<file path="config.mk">
export PLATFORM = sky130hd
export DESIGN_NAME = trdb_qual_tracker
export DESIGN_NICKNAME = d
export VERILOG_FILES = /design/src/rtl/trdb_pkg.sv /design/src/rtl/trdb_qev_fifo.sv /design/src/rtl/trdb_qual_tracker.sv
export SDC_FILE = /design/constraint.sdc
export NUM_CORES = 1
export LEC_CHECK = 0
export CELL_PAD_IN_SITES_DETAIL_PLACEMENT = 1
export CELL_PAD_IN_SITES_GLOBAL_PLACEMENT = 1
export CORE_MARGIN = 2
export CORE_UTILIZATION = 35
export CTS_BUF_LIST = sky130_fd_sc_hd__clkbuf_4
export DETAILED_ROUTE_END_ITERATION = 6
export MAX_ROUTING_LAYER = met4
export PLACE_DENSITY = 0.73
export SLEW_MARGIN = 20
export SYNTH_ARGS = -nofsm -noshare
export SYNTH_HDL_FRONTEND = slang
export SYNTH_SLANG_ARGS = --single-unit
export TNS_END_PERCENT = 50
</file>
<file path="constraint.sdc">
create_clock -name clk_i -period 3.8 [get_ports clk_i]
set_input_delay 1.14 -clock clk_i [delete_from_list [all_inputs] [get_ports clk_i]]
set_output_delay 1.14 -clock clk_i [all_outputs]
set_load 0.005 [all_outputs]
</file>
<file path="src/rtl/trdb_pkg.sv">
// trdb_pkg: shared trace-debug types and widths
package trdb_pkg;
   localparam int XLEN = 32;
   localparam int QEV_CNT_LEN = 16;
   typedef enum logic [1:0] {
      QEV_NONE  = 2'b00,
      QEV_START = 2'b01,
      QEV_STOP  = 2'b10
   } trdb_qev_e;
endpackage

</file>
<file path="src/rtl/trdb_qev_fifo.sv">
// trdb_qev_fifo: register FIFO for qualification events, head zeroed while empty
module trdb_qev_fifo #(
   parameter int DEPTH = 2,
   parameter int W = 8
) (
   input  logic         clk_i,
   input  logic         rst_i,
   input  logic         push,
   input  logic [W-1:0] din,
   output logic         full,
   input  logic         pop,
   output logic         empty,
   output logic [W-1:0] head
);
   localparam int AW = $clog2(DEPTH);
   logic [W-1:0] mem [DEPTH];
   logic [AW:0] wr_q, rd_q;
   logic wr_en, rd_en;
   assign empty = wr_q == rd_q;
   assign full = (wr_q[AW] != rd_q[AW]) && (wr_q[AW-1:0] == rd_q[AW-1:0]);
   // a pop frees the slot being written, so push at full succeeds alongside it
   assign wr_en = push & (~full | pop);
   assign rd_en = pop & ~empty;
   assign head = empty ? '0 : mem[rd_q[AW-1:0]];
   always_ff @(posedge clk_i or posedge rst_i) begin
      if (rst_i) begin
         wr_q <= '0;
         rd_q <= '0;
      end else begin
         wr_q <= wr_q + (AW+1)'(wr_en);
         rd_q <= rd_q + (AW+1)'(rd_en);
      end
   end
   always_ff @(posedge clk_i) begin
      if (wr_en) mem[wr_q[AW-1:0]] <= din;
   end
endmodule

</file>
<file path="src/rtl/trdb_qual_tracker.sv">
// trdb_qual_tracker: turns qualification edges into buffered START/STOP events
module trdb_qual_tracker
   import trdb_pkg::*;
#(
   parameter int QEV_DEPTH = 2,
   parameter int CNT_LEN = QEV_CNT_LEN
) (
   input  logic               clk_i,
   input  logic               rst_i,
   input  logic               ivalid_i,
   input  logic [XLEN-1:0]    iaddr_i,
   input  logic               trace_qualified_i,
   input  logic               flush_i,
   output logic               ev_valid_o,
   input  logic               ev_ready_i,
   output trdb_qev_e          ev_type_o,
   output logic [XLEN-1:0]    ev_addr_o,
   output logic [CNT_LEN-1:0] ev_count_o,
   output logic               overflow_o,
   input  logic               clear_overflow_i,
   output logic               qualified_o
);
   localparam int W = 2 + XLEN + CNT_LEN;
   logic qual_q, qual_d, push, full, empty, pop, ovf_q;
   logic [XLEN-1:0] last_q, last_d, addr;
   logic [CNT_LEN-1:0] skip_q, skip_d, cnt;
   trdb_qev_e typ;
   logic [1:0] head_typ;
   logic [W-1:0] head;
   always_comb begin
      push = 1'b0;
      typ = QEV_NONE;
      addr = last_q;
      cnt = '0;
      qual_d = qual_q;
      last_d = last_q;
      skip_d = skip_q;
      // a flush swallows any instruction retiring in the same cycle
      if (flush_i) begin
         if (qual_q) begin
            push = 1'b1;
            typ = QEV_STOP;
            qual_d = 1'b0;
            skip_d = '0;
         end
      end else if (ivalid_i) begin
         if (trace_qualified_i) begin
            if (!qual_q) begin
               push = 1'b1;
               typ = QEV_START;
               addr = iaddr_i;
               cnt = skip_q;
               skip_d = '0;
               qual_d = 1'b1;
            end
            last_d = iaddr_i;
         end else if (qual_q) begin
            push = 1'b1;
            typ = QEV_STOP;
            qual_d = 1'b0;
            skip_d = CNT_LEN'(1);
         end else begin
            skip_d = &skip_q ? skip_q : skip_q + 1'b1;
         end
      end
   end
   always_ff @(posedge clk_i or posedge rst_i) begin
      if (rst_i) begin
         qual_q <= 1'b0;
         last_q <= '0;
         skip_q <= '0;
         ovf_q <= 1'b0;
      end else begin
         qual_q <= qual_d;
         last_q <= last_d;
         skip_q <= skip_d;
         ovf_q <= (push & full & ~pop) | (ovf_q & ~clear_overflow_i);
      end
   end
   assign pop = ev_ready_i & ~empty;
   trdb_qev_fifo #(.DEPTH(QEV_DEPTH), .W(W)) u_fifo (
      .clk_i(clk_i),
      .rst_i(rst_i),
      .push(push),
      .din({typ, addr, cnt}),
      .full(full),
      .pop(pop),
      .empty(empty),
      .head(head)
   );
   assign {head_typ, ev_addr_o, ev_count_o} = head;
   assign ev_type_o = trdb_qev_e'(head_typ);
   assign ev_valid_o = ~empty;
   assign overflow_o = ovf_q;
   assign qualified_o = qual_q;
endmodule

</file>
**Run 1: layout detail**

Scale bar: 20 um. Region (11, 11) to (61, 61) um. Cells in grey, sequential cells in the stronger grey; small squares are vias.
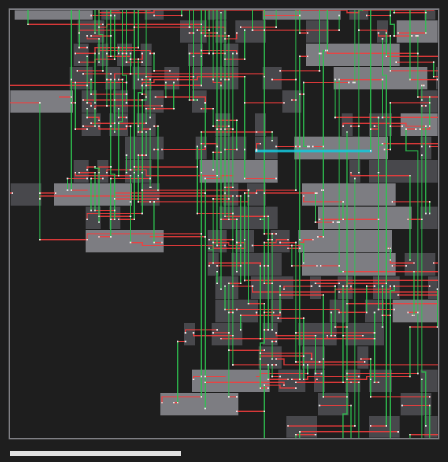
layer	colour
metal 3	cyan
metal 1	red
metal 2	green
sequential cells in the window	13
most frequent	nor2_1 (9), edfxtp_1 (7)
cells with their middle in the window	93
netlist names of flops here include	u_fifo.mem (7), skip_q (5)

**Run 1: placed cells, one colour a class**

Fill, decap, tap and diode cells in grey.
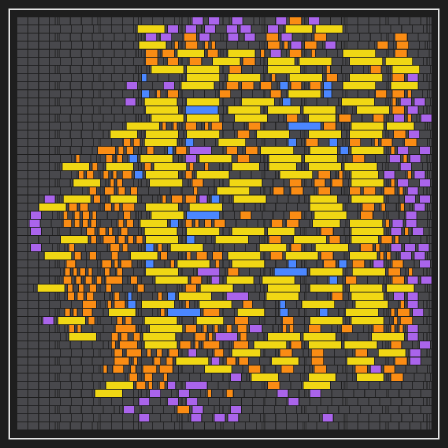
class	colour	cells
other buffers and delay cells	purple	102
flops	yellow	154
combinational and other logic	orange	303
clock drivers and dummy loads	blue	32

**Run 1: cell placement**

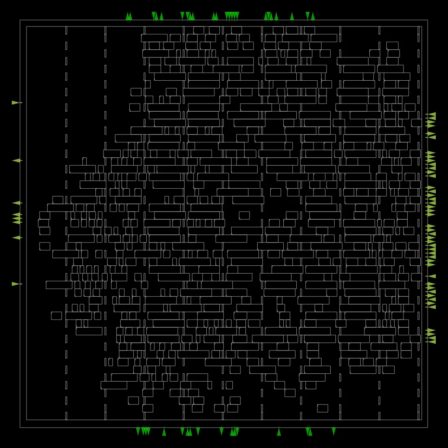
Core Region: 19300 um2
core utilization of the finished layout: 43.7%
Placement Rows: 51
Filler cells: 1994
total number of sequential cells: 154

**Run 1: sequential cells coloured by netlist name**

Other sequential cells in the stronger grey, the rest of the logic in the fainter grey.
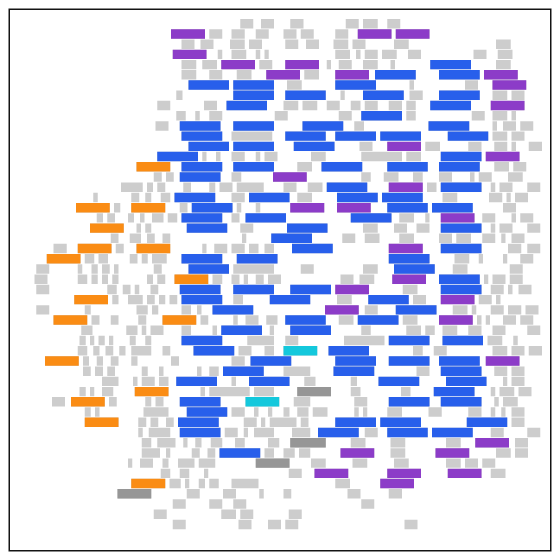
name in the netlist	colour	sequential cells
u_fifo.mem	blue	100
last_q	purple	32
skip_q	orange	16
u_fifo.wr_q	cyan	2
not coloured	4
flip-flop and latch share of the layout cell area: 51.6%
FF/Latch Area: 4360 um2
Power Sequential: 2.16 mW

==> qor.json, run 1 <==
{
  "outcome": {
    "run_status": "finished, final reports clean"
  },
  "detailed_routing": {
    "dr.first_iter.drc_count": 143,
    "via_total_after_detailed_routing": 4187,
    "wl_per_cell_um": 18.2,
    "drt-total-wl_mm": 15.6,
    "drcViolationCount": 0,
    "detailedRoute.firstPassIterationCount": 4,
    "vias_per_cell": 4.89
  },
  "logic_synthesis": {
    "synthFlopType": "edfxtp_1",
    "synth_chip_area_um2": 6830,
    "postSynthRegisterBits": 154,
    "enable_flop_cells": 100,
    "netlist.area_leader.share_pct": 43.9,
    "post_synthesis_async_set_or_reset_flop_share_pct": 35.1,
    "cell_types_with_the_largest_area_share_after_synthesis": "edfxtp_1 (44%), dfrtp_1 (20%), mux2_2 (11%)",
    "yosysTopAreaCell": "edfxtp_1",
    "syn-instance-count": 483,
    "netlist-cell-type-count": 49,
    "synthesis.nets": 528,
    "post_synth.cell_area_avg_um2": 14.1,
    "yosysCellCount": 483,
    "yosys_warnings": 0,
    "syn-cell-area_um2": 6830,
    "synth_seq_share_pct": 63.7
  },
  "grt": {
    "number_of_antenna_violations_at_the_first_check_in_global_routing": 0,
    "largest_net_degree_at_the_start_of_global_routing": 52,
    "grtUsageTotal_pct": 16.2,
    "grt_overflow_total": 0,
    "grt_pass1_vias": 4611,
    "wire_length_of_the_first_global_routing_pass_mm": 24.7
  },
  "hold_path": {
    "holdCritStartpoint": "last_q[0]",
    "min_path_cells": 1,
    "holdCritPathClass": "flip-flop to flip-flop"
  },
  "final_timing": {
    "worst_slack_ps": 125,
    "finalWorstPathRequiredPeriod_ps": 3680,
    "final.period_utilization_pct": 96.7,
    "slew_headroom_pct": 57.0,
    "fmax_mhz": 272,
    "maxSlewViolCount": 0,
    "grt_setup_unrepaired": "yes",
    "tightestPinTransition_ps": 645,
    "final.setup_skew_ps": 23.1
  },
  "setup_path": {
    "cp-start-kind": "flip-flop",
    "critPathArrivalTime_ps": 2540,
    "largest_fanout_on_the_critical_path": 7,
    "setup.worst_path.class": "flip-flop to primary output",
    "worst_path_largest_cell_delay_ps": 560,
    "ff2ff_path_depth": 6,
    "critical_path.cell_chain": "xor2_1 > nor2b_4 > buf_12 > nor2_1 > clkdlybuf4s50_1",
    "worst-r2r-setup-slack_ps": 1470,
    "worst_reg2reg_path_endpoint": "u_fifo.mem[0][42]",
    "critical_path.slowest_cell": "clkdlybuf4s50_1",
    "r2r-start": "qualified_o",
    "worstPathRequired_ps": 2660,
    "critical_path.endpoint_type": "primary output"
  },
  "floorplan": {
    "fp_util_pct": 35.3,
    "design.portCount": 92
  },
  "finish": {
    "layout-area-overhead-vs-synth_pct": 23.6,
    "design.final.nets": 623,
    "lay_top_cells": "edfxtp_1 (100), clkdlybuf4s50_1 (91), mux2_2 (64)",
    "diodes": 0,
    "layout_top_cell_excl_fill_tap": "edfxtp_1",
    "drive_above_1_share_pct": 21.3
  },
  "placed_design": {
    "place_worst_setup_slack_ps": 521,
    "detailedPlacementHpwl_mm": 10.4,
    "port_buffers": 91,
    "gp_weighted_congestion": 0.722
  },
  "cts": {
    "tritoncts": "yes",
    "hold_buf_count_cts": 0,
    "cts.root.buffer_cell": "clkbuf_4",
    "clock_sinks": 154,
    "cts-htree-levels": 4,
    "cts-root-to-sink-buffers": 2,
    "cts_buffers": 17,
    "clk_latency_ps": 530
  },
  "power_and_ir_drop": {
    "irDropWorstVdd_v": 0.000295,
    "power_density_nw_per_um2": 657,
    "total_power_mw": 5.55,
    "leakage_nw": 3.25
  },
  "run": {
    "drv_cap": 0,
    "log.warning_count": 29
  }
}
==> run 1: power breakdown <==
| part | leakage (nW) | internal (mW) | switching [mW] |
|---|---|---|---|
| clock | 0.185 | 0.621 | 0.538 |
| sequential | 1.62 | 2.06 | 0.0972 |
| combinational | 1.45 | 1.21 | 1.02 |
==> run 1: worst max-delay path, delay by kind of cell, from the launching register on <==
family                 cells  cell delay, ps
XOR/XNOR                   1             470
buffers and inverters      2             730
flip-flops                 1             440
AND/OR/NAND/NOR            2             370
==> run 1: how the worst max path moves through the flow <==
| stage | start | to | depth (start not counted) |
|---|---|---|---|
| after CTS | u_fifo.rd_q[1] | ev_addr_o[10] | 4 |
| after detailed placement | trace_qualified_i | u_fifo.mem[1][34] | 8 |
| final | u_fifo.rd_q[0] | ev_count_o[5] | 5 |
| after floorplan | trace_qualified_i | u_fifo.mem[1][0] | 7 |
| after global placement | trace_qualified_i | u_fifo.mem[1][34] | 8 |
| after global routing | u_fifo.rd_q[1] | ev_addr_o[10] | 4 |
==> run 1: flip-flops by register name, summed over array words and instances, names as in the netlist <==
register,flops
u_fifo.rd_q,2
u_fifo.wr_q,2
skip_q,16
u_fifo.mem,100
overflow_o,1
last_q,32
qualified_o,1
==> run 1: cells in the mapped netlist (3+ instances only) <==
cell type / instances
a21oi_1: 7
a22o_1: 3
a31oi_1: 5
and2_1: 17
and3_1: 6
buf_1: 4
buf_2: 10
buf_6: 4
clkbuf_1: 7
dfrtp_1: 54
edfxtp_1: 100
ha_1: 6
inv_1: 8
mux2_2: 64
mux2i_1: 53
nand2_1: 9
nand3_1: 9
nand4_1: 7
nor2_1: 56
nor2_2: 3
nor3_1: 3
o21ai_0: 6
o21ai_1: 8
o31ai_1: 3
xor2_1: 3
==> run 1: kinds of logic after synthesis <==
kind of cell | synth area share, %
and+or+nand+nor | 9.36
AOI/OAI and AO/OA | 4.39
adders and majority gates | 1.10
xor gates and xnor gates | 0.513
DFF | 63.7
muxes | 18.3
buffers and inverters | 2.62
==> run 1: per-layer routing <==
| metal | up-vias | routed length [um] | GRT usage [%] |
|---|---|---|---|
| li1 | 1960 | - | - |
| met2 | 81 | 7850 | 27.3 |
| met1 | 2131 | 6970 | 19.6 |
| met3 | 15 | 533 | 3.53 |
| met5 | - | 0 | - |
| met4 | 0 | 195 | 4.95 |
==> run 1: metrics by stage <==
stage | area, um2 | instances | hold WS (ps) | setup TNS (ps)
global route | 8450 | 856 | 533 | -52.0
detailed placement | 8060 | 821 | 494 | 0
CTS | 8450 | 856 | 520 | 0
global placement | 8060 | 821 | 477 | 0
floorplan | 6830 | 483 | 462 | 0
finish | 8450 | 856 | 516 | 0
==> run 1: area by class of cell <==
cell class / instances / area, um2 / share of cell area (%)
clock buffer: 22 / 165 / 1.96
inverter: 8 / 30.0 / 0.356
timing repair buffer: 102 / 1060 / 12.5
multi-input combinational: 295 / 2330 / 27.6
sequential: 154 / 4360 / 51.6
tap: 265 / 332 / 3.93
clock inverter: 10 / 176 / 2.09
==> run 1: what timing repair did <==
action                     in CTS  in global routing
gates cloned                    1                  0
buffers inserted                2                  0
setup endpoints to repair      41                  7
gates resized                   1                  0
**Run 1: routed metal per tile**

Scale bar: 50 um. 29 x 29 tiles, from black (low) to pale yellow (high), scaled to the fullest tile. Values are wire area over tile area, all layers added.
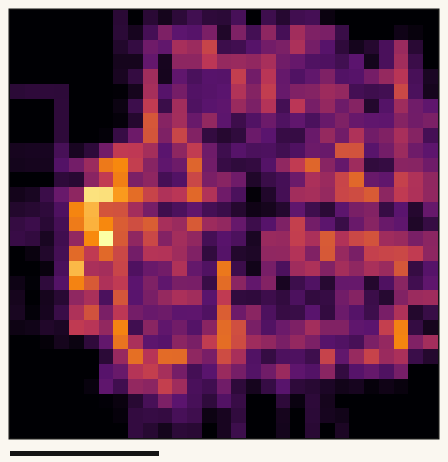

==> run 2: changes to the inputs <==
PLACE_DENSITY = 0.76   (was 0.73)
SKIP_LAST_GASP = 1   (was unset)
clock period = 3 ns   (was 3.8 ns; I/O delays follow)
**Run 2: routed metal per tile**

Scale bar: 50 um. 29 x 29 tiles, from black (low) to pale yellow (high), scaled to the fullest tile. Values are wire area over tile area, all layers added.
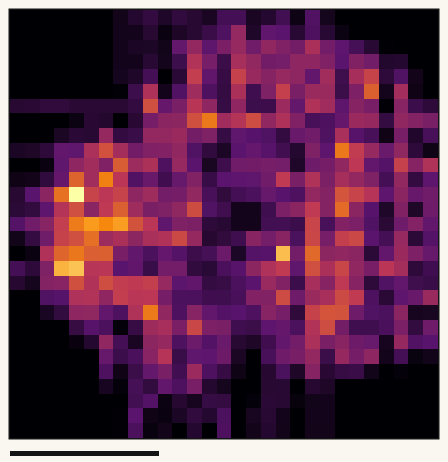
mean over tiles	0.12
emptiest ninth of the die	north-west
densest ninth of the die	west
tiles over half the peak	8.4%

**Run 2: sequential cells coloured by netlist name**

Other sequential cells in the stronger grey, the rest of the logic in the fainter grey.
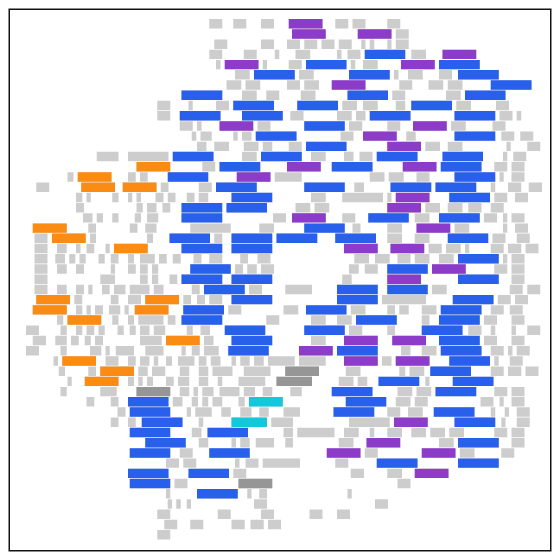
name in the netlist	colour	sequential cells
skip_q	orange	16
u_fifo.mem	blue	100
u_fifo.wr_q	cyan	2
last_q	purple	32
Power Sequential: 2.76 mW
core utilization of the finished layout: 44.6%
flip-flop and latch share of the layout cell area: 50.5%
FF/Latch Area: 4360 um2

==> run 2 against run 1 <==
Against the previous run: the run now ends with negative setup slack left; setup slack got worse by 230 ps; synthesized cell count did not move; die area did not move; register-to-register slack got worse by 780 ps; sequential cell count did not move; utilization rose by 0.91 points; first-iteration DRC count rose by 48%; clock power rose by 18%; wire length rose by 0.89%; non-clock buffer count rose by 12; critical path type unchanged; largest cell class unchanged; largest power group unchanged; highest routed layer unchanged.
==> qor.json, run 2 <==
{
  "finish": {
    "lay_top_cells": "edfxtp_1 (100), clkdlybuf4s50_1 (91), mux2_2 (64)",
    "largest_register_ff_count": {"value": 100, "change": "unchanged"},
    "postLayoutCellArea": {"value": 8620, "unit": "um2", "change": "+2.1%"},
    "layout_top_cell_excl_fill_tap": "edfxtp_1",
    "logic_area": {"value": 2390, "unit": "um2", "change": "+2.7%"},
    "fillers": {"value": 1977, "change": "-0.85%"},
    "drive_above_1_share": {"value": 25.2, "unit": "%", "change": "+3.8 points"},
    "layout-area-overhead-vs-synth_pct": 26.2
  },
  "logic_synthesis": {
    "enable_flop_cells": {"value": 100, "change": "unchanged"},
    "syn-cell-area": {"value": 6830, "unit": "um2", "change": "unchanged"},
    "netlist.area_leader.share": {"value": 43.9, "unit": "%", "change": "unchanged"},
    "post_synth_most_frequent_cells": "edfxtp_1 (100), mux2_2 (64), nor2_1 (56)",
    "synth_seq_share": {"value": 63.7, "unit": "%", "change": "unchanged"},
    "cell_types_with_the_largest_area_share_after_synthesis": "edfxtp_1 (44%), dfrtp_1 (20%), mux2_2 (11%)",
    "synthAoiAreaFrac": {"value": 4.39, "unit": "%", "change": "unchanged"},
    "synth_adder_area_share": {"value": 1.10, "unit": "%", "change": "unchanged"},
    "yosysTopAreaCell": "edfxtp_1",
    "post_synthesis_async_set_or_reset_flop_share": {"value": 35.1, "unit": "%", "change": "unchanged"},
    "netlist-cell-type-count": {"value": 49, "change": "unchanged"},
    "dominant_non_sequential_cell_family_after_synthesis": "multiplexers",
    "post_synth_xor_area_fraction": {"value": 0.513, "unit": "%", "change": "unchanged"},
    "synthMostInstantiatedCell": "edfxtp_1",
    "postSynthRegisterBits": {"value": 154, "change": "unchanged"},
    "syn-instance-count": {"value": 483, "change": "unchanged"},
    "simple_gate_area_share": {"value": 9.36, "unit": "%", "change": "unchanged"},
    "yosys_warnings": {"value": 0, "change": "unchanged"},
    "synth.mux.area_fraction": {"value": 18.3, "unit": "%", "change": "unchanged"},
    "post_synth.cell_area_avg": {"value": 14.1, "unit": "um2", "change": "unchanged"},
    "yosysCellCount": {"value": 483, "change": "unchanged"},
    "synthesis.nets": {"value": 528, "change": "unchanged"}
  },
  "detailed_routing": {
    "drcViolationCount": {"value": 0, "change": "unchanged"},
    "detailedRoute.firstPassIterationCount": {"value": 4, "change": "unchanged"},
    "via_total_after_detailed_routing": {"value": 4263, "change": "+1.8%"},
    "vias_per_cell": {"value": 4.93, "change": "+0.76%"},
    "dr.first_iter.drc_count": {"value": 211, "change": "+48%"},
    "drt-total-wl": {"value": 15.7, "unit": "mm", "change": "+0.89%"},
    "wl_per_cell": {"value": 18.1, "unit": "um", "change": "-0.16%"}
  },
  "final_timing": {
    "finalWorstPathRequiredPeriod_ps": 3110,
    "timing.final.setup_violations": 51,
    "maxSlewViolCount": {"value": 0, "change": "unchanged"},
    "grt_setup_unrepaired": "yes",
    "slew_headroom": {"value": 50.5, "unit": "%", "change": "-6.5 points"},
    "worst_slack": {"value": -108, "unit": "ps", "change": "-233 ps"},
    "setup_tns": {"value": -2520, "unit": "ps", "change": "-2520 ps"},
    "tightestPinTransition": {"value": 742, "unit": "ps", "change": "+97.0 ps"},
    "final.setup_skew": {"value": 17.9, "unit": "ps", "change": "-5.23 ps"}
  },
  "cts": {
    "cts-htree-levels": {"value": 4, "change": "unchanged"},
    "clock_sinks": {"value": 154, "change": "unchanged"},
    "cts.root.buffer_cell": "clkbuf_4",
    "cts-root-to-sink-buffers": {"value": 2, "change": "unchanged"},
    "cts_buffers": {"value": 17, "change": "unchanged"},
    "tritoncts": "yes",
    "hold_buf_count_cts": {"value": 0, "change": "unchanged"},
    "clk_latency": {"value": 530, "unit": "ps", "change": "about the same"}
  },
  "grt": {
    "largest_net_degree_at_the_start_of_global_routing": {"value": 34, "change": "-35%"},
    "grt_overflow_total": {"value": 0, "change": "unchanged"},
    "grtUsageTotal": {"value": 16.5, "unit": "%", "change": "+0.27 points"},
    "number_of_antenna_violations_at_the_first_check_in_global_routing": {"value": 0, "change": "unchanged"}
  },
  "setup_path": {
    "largest_fanout_on_the_critical_path": {"value": 21, "change": "+14"},
    "critical_path.slowest_cell": "clkdlybuf4s50_1",
    "critical_path.endpoint_type": "primary output",
    "cp-start-kind": "flip-flop",
    "worst_path_largest_cell_delay": {"value": 540, "unit": "ps", "change": "-20 ps"},
    "critical_path.cell_chain": "xor2_4 > nor2b_4 > buf_12 > nor2_2 > clkdlybuf4s50_1",
    "critPathArrivalTime": {"value": 2210, "unit": "ps", "change": "-330 ps"},
    "setup.worst_path.class": "flip-flop to primary output",
    "worstPathRequired": {"value": 2100, "unit": "ps", "change": "-560 ps"}
  },
  "outcome": {
    "failed_checks": "negative setup slack",
    "run_status": "finished with violations"
  },
  "floorplan": {
    "placeableCoreArea": {"value": 19300, "unit": "um2", "change": "unchanged"},
    "placement_rows": {"value": 51, "change": "unchanged"},
    "fp_util": {"value": 35.3, "unit": "%", "change": "unchanged"},
    "design.portCount": {"value": 92, "change": "unchanged"}
  },
  "power_and_ir_drop": {
    "total_power": {"value": 7.20, "unit": "mW", "change": "+30%"},
    "leakage": {"value": 3.32, "unit": "nW", "change": "+2.1%"},
    "power_density": {"value": 835, "unit": "nW/um2", "change": "+27%"},
    "irDropWorstVdd": {"value": 0.000525, "unit": "V", "change": "+78%"}
  },
  "placed_design": {
    "place_worst_setup_slack": {"value": -22.5, "unit": "ps", "change": "-544 ps"},
    "detailed_place.area": {"value": 8170, "unit": "um2", "change": "+1.3%"},
    "detailedPlacementHpwl": {"value": 10.7, "unit": "mm", "change": "+3.3%"},
    "port_buffers": {"value": 91, "change": "unchanged"},
    "place.detailed.instances": {"value": 830, "change": "+1.1%"},
    "gp_weighted_congestion": {"value": 0.835, "change": "+16%"}
  },
  "run": {
    "log.warning_count": {"value": 31, "change": "+6.9%"},
    "drv_cap": {"value": 0, "change": "unchanged"}
  },
  "hold_path": {
    "holdCritPathClass": "flip-flop to flip-flop"
  }
}
[run 2: cell types whose count changed in the layout (fill, tap and decap cells not counted), moves of 2 or more]
cell / previous run / this run
clkbuf_4: 22 / 18
nor2_2: 2 / 11
buf_4: 5 / 15
nor2_4: 1 / 4
nor2_1: 56 / 44
clkinvlp_4: 1 / 3
[run 2: logic make-up (layout without fill, tap and decap cells)]
kind of cell,Yosys count,in the layout
xor+xnor,4,4
flops,154,154
fa+ha+maj,6,6
buf+inv,35,152
compound gates,43,43
mux,117,117
simple gates,124,124
[run 2: layer usage]
layer / up-vias / global-route usage (%) / share of wire (%)
met4: 0 / 4.49 / 0.81
met5: - / - / 0
met2: 87 / 28.0 / 52
met3: 13 / 3.07 / 3.5
li1: 1984 / - / -
met1: 2179 / 20.4 / 44
[run 2: report_power, final]
group	leakage, nW	total [mW]	switching (mW)	internal (mW)
Clock	0.160	1.37	0.713	0.661
Sequential	1.62	2.76	0.149	2.61
Combinational	1.54	3.07	1.36	1.71
Total	3.32	7.20	2.22	4.98
[run 2: cell type report]
class / count / area share (%)
sequential: 154 / 50.5
tap: 265 / 3.85
timing repair buffer: 114 / 14.0
multi-input combinational: 294 / 27.7
clock buffer: 18 / 1.57
clock inverter: 12 / 2.03
inverter: 8 / 0.348
[run 2: final timing paths]
check | start | end | slack, ps | cells after the start
max | u_fifo.rd_q[0] | ev_count_o[9] | -110 | 5
min | last_q[27] | last_q[27] | 520 | 1
max reg2reg | qualified_o | u_fifo.mem[1][37] | 690 | 6
min reg2reg | last_q[27] | last_q[27] | 520 | 1
max in group asynchronous | rst_i | last_q[3] | 1570 | 3
min in group asynchronous | rst_i | last_q[6] | 800 | 2
[run 2: what timing repair did]
item                                    4_1_cts  5_1_grt
hold endpoints to repair                      0        0
gates resized                                15        5
gates cloned                                  1        0
pin swaps                                     1        1
endpoints found under the setup margin       51       51
setup buffers                                 2        2
[run 2: worst max-delay path: cells and delay by family (launching register included)]
family,cells,cell delay [ps]
xor gates and xnor gates,1,210
buffers and inverters,2,710
DFF,1,500
and+or+nand+nor,2,260
**Run 2: cell placement**

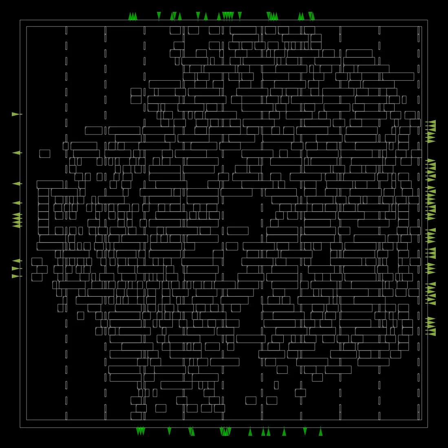

==> run 3: changes to the inputs <==
--- a/config.mk
+++ b/config.mk
@@ -10,5 +10,5 @@
 export CORE_MARGIN = 2
 export CORE_UTILIZATION = 35
-export CTS_BUF_LIST = sky130_fd_sc_hd__clkbuf_4
+export CTS_BUF_LIST = sky130_fd_sc_hd__clkbuf_16
 export DETAILED_ROUTE_END_ITERATION = 6
 export MAX_ROUTING_LAYER = met4
==> constraint.sdc (replaced) <==
create_clock -name clk_i -period 3 [get_ports clk_i]
set_input_delay 0.9 -clock clk_i [delete_from_list [all_inputs] [get_ports clk_i]]
set_output_delay 0.9 -clock clk_i [all_outputs]
set_load 0.02 [all_outputs]
**Run 3: cell placement**

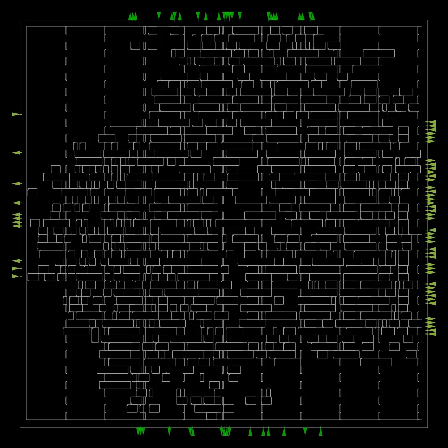
Layout Cells excl Fill: 866
core utilization of the finished layout: 45.4%
Filler cells: 1976
Well Taps: 265

**Run 3: routed metal per tile**

Scale bar: 50 um. 29 x 29 tiles, from black (low) to pale yellow (high), scaled to the fullest tile. Values are wire area over tile area, all layers added.
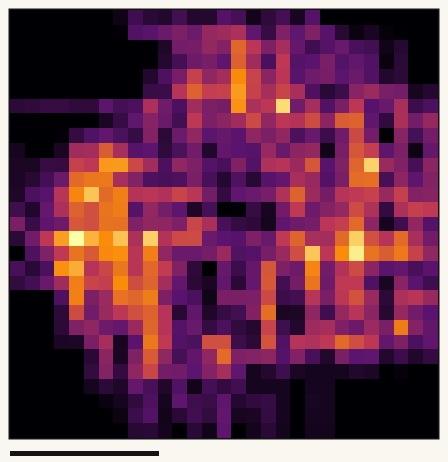
emptiest ninth of the die	north-west
tiles over half the peak	16%
mean over tiles	0.12
nearly empty tiles	21%
fullest tile	0.46
Total Routed Length: 16.2 mm
average wire per cell in the routed design: 18.8 um

==> run 3 against run 2 <==
Against the previous run: worst hold slack worse by 12 ps; the flow still finishes with violations (negative setup slack); sequential share of layout area down 0.94 points; utilization up 0.83 points; highest routed layer unchanged; non-clock buffer count down 1; synthesized area unchanged.
==> qor.json, run 3 <==
{
  "logic_synthesis": {
    "yosys_warnings": {"value": 0, "change": "unchanged"},
    "synthesis.nets": {"value": 528, "change": "unchanged"},
    "synthMostInstantiatedCell": "edfxtp_1",
    "simple_gate_area_share": {"value": 9.36, "unit": "%", "change": "unchanged"},
    "cell_types_with_the_largest_area_share_after_synthesis": "edfxtp_1 (44%), dfrtp_1 (20%), mux2_2 (11%)",
    "netlist-cell-type-count": {"value": 49, "change": "unchanged"},
    "synth.mux.area_fraction": {"value": 18.3, "unit": "%", "change": "unchanged"},
    "dominant_non_sequential_cell_family_after_synthesis": "multiplexers",
    "yosysTopAreaCell": "edfxtp_1",
    "synth_adder_area_share": {"value": 1.10, "unit": "%", "change": "unchanged"},
    "syn-instance-count": {"value": 483, "change": "unchanged"},
    "post_synth_most_frequent_cells": "edfxtp_1 (100), mux2_2 (64), nor2_1 (56)",
    "post_synthesis_async_set_or_reset_flop_share": {"value": 35.1, "unit": "%", "change": "unchanged"},
    "synth_seq_share": {"value": 63.7, "unit": "%", "change": "unchanged"},
    "yosysCellCount": {"value": 483, "change": "unchanged"},
    "enable_flop_cells": {"value": 100, "change": "unchanged"},
    "syn-cell-area": {"value": 6830, "unit": "um2", "change": "unchanged"},
    "post_synth_xor_area_fraction": {"value": 0.513, "unit": "%", "change": "unchanged"}
  },
  "outcome": {
    "failed_checks": "negative setup slack",
    "run_status": "finished with violations"
  },
  "final_timing": {
    "finalWorstPathRequiredPeriod": {"value": 3010, "unit": "ps", "change": "-93.5 ps"},
    "slew_headroom": {"value": 61.5, "unit": "%", "change": "+11 points"},
    "timing.final.setup_violations": {"value": 10, "change": "-80%"},
    "grt_setup_unrepaired": "yes",
    "worst_slack": {"value": -14.5, "unit": "ps", "change": "+93.5 ps"},
    "setup_tns": {"value": -90.9, "unit": "ps", "change": "+2430 ps"},
    "final.setup_skew": {"value": 5.54, "unit": "ps", "change": "-12.4 ps"},
    "maxSlewViolCount": {"value": 0, "change": "unchanged"}
  },
  "grt": {
    "largest_net_degree_at_the_start_of_global_routing": {"value": 52, "change": "+53%"},
    "grt_overflow_total": {"value": 0, "change": "unchanged"},
    "number_of_antenna_violations_at_the_first_check_in_global_routing": {"value": 0, "change": "unchanged"}
  },
  "setup_path": {
    "critical_path.endpoint_type": "primary output",
    "setup.worst_path.class": "flip-flop to primary output",
    "critPathArrivalTime": {"value": 2110, "unit": "ps", "change": "-100 ps"},
    "largest_fanout_on_the_critical_path": {"value": 19, "change": "-9.5%"},
    "crit_path_start": "u_fifo.rd_q[0]",
    "cp-start-kind": "flip-flop",
    "worstPathRequired": {"value": 2100, "unit": "ps", "change": "about the same"},
    "r2r-start": "qualified_o"
  },
  "cts": {
    "clk_latency": {"value": 420, "unit": "ps", "change": "-110 ps"},
    "cts_buffers": {"value": 17, "change": "unchanged"},
    "cts.root.buffer_cell": "clkbuf_16",
    "tritoncts": "yes",
    "clock_sinks": {"value": 154, "change": "unchanged"},
    "cts-htree-levels": {"value": 4, "change": "unchanged"},
    "cts-root-to-sink-buffers": {"value": 2, "change": "unchanged"}
  },
  "detailed_routing": {
    "drcViolationCount": {"value": 0, "change": "unchanged"}
  },
  "placed_design": {
    "place.detailed.instances": {"value": 832, "change": "+0.24%"},
    "detailed_place.area": {"value": 8160, "unit": "um2", "change": "-0.12%"},
    "port_buffers": {"value": 91, "change": "unchanged"}
  },
  "run": {
    "log.warning_count": {"value": 31, "change": "unchanged"},
    "drv_cap": {"value": 0, "change": "unchanged"}
  },
  "finish": {
    "layout_top_cell_excl_fill_tap": "edfxtp_1",
    "lay_top_cells": "edfxtp_1 (100), mux2_2 (64), nor2_1 (56)",
    "logic_area": {"value": 2330, "unit": "um2", "change": "-2.4%"},
    "drive_above_1_share": {"value": 22.5, "unit": "%", "change": "-2.7 points"},
    "layout-area-overhead-vs-synth_pct": 28.5
  },
  "hold_path": {
    "holdCritPathClass": "flip-flop to flip-flop"
  },
  "floorplan": {
    "fp_util": {"value": 35.3, "unit": "%", "change": "unchanged"},
    "design.portCount": {"value": 92, "change": "unchanged"},
    "placement_rows": {"value": 51, "change": "unchanged"}
  },
  "power_and_ir_drop": {
    "power_density": {"value": 928, "unit": "nW/um2", "change": "+11%"},
    "leakage": {"value": 3.62, "unit": "nW", "change": "+9.2%"}
  }
}
run 3: cell type report:
class	instances	share of cell area, %
repair buffers	113	13.2
multi-input cells	294	26.6
inverters	8	0.342
clock inverters	15	1.70
clock buffers	17	4.84
well taps	265	3.78
flip-flops and latches	154	49.6
run 3: repair_timing:
| action | in CTS | in global routing |
|---|---|---|
| buffers inserted | 0 | 1 |
| hold buffers | 0 | 0 |
| setup endpoints to repair | 51 | 26 |
| gates cloned | 0 | 1 |
| resized | 27 | 13 |
| pin swaps | 0 | 0 |
run 3: path summary, 6_finish.rpt:
check | to | slack (ps) | cells after the start
worst min-delay path | last_q[3] | 500 | 1
max in group asynchronous | last_q[14] | 1470 | 3
worst max-delay path | ev_addr_o[21] | -10 | 5
worst min register to register | last_q[3] | 500 | 1
min in group asynchronous | overflow_o | 860 | 2
worst max register to register | u_fifo.mem[0][16] | 1030 | 6
run 3: report_power, final:
part / leakage, nW / total (mW) / switching (mW) / internal (mW)
registers: 1.62 / 2.75 / 0.135 / 2.61
clock network: 0.271 / 2.08 / 0.853 / 1.22
logic: 1.74 / 3.33 / 1.89 / 1.44
run 3: logic make-up after synthesis:
kind of cell    after synthesis
xor+xnor                      4
fa+ha+maj                     6
compound gates               43
flops                       154
simple gates                124
buf+inv                      35
mux                         117
run 3: metal layers:
layer,track usage (%),part of all wire [%]
met2,27.0,50
met5,-,0
met3,3.93,4.9
met1,20.8,44
met4,4.28,1.1
run 3: worst max-delay path, stage by stage (launching register included):
cell	delay (ps)
dfrtp_2	440
xor2_2	270
nor2b_4	90
buf_12	170
nor2_1	100
clkdlybuf4s50_1	610
No activity file was given, so power comes from the tool's default toggle rates.
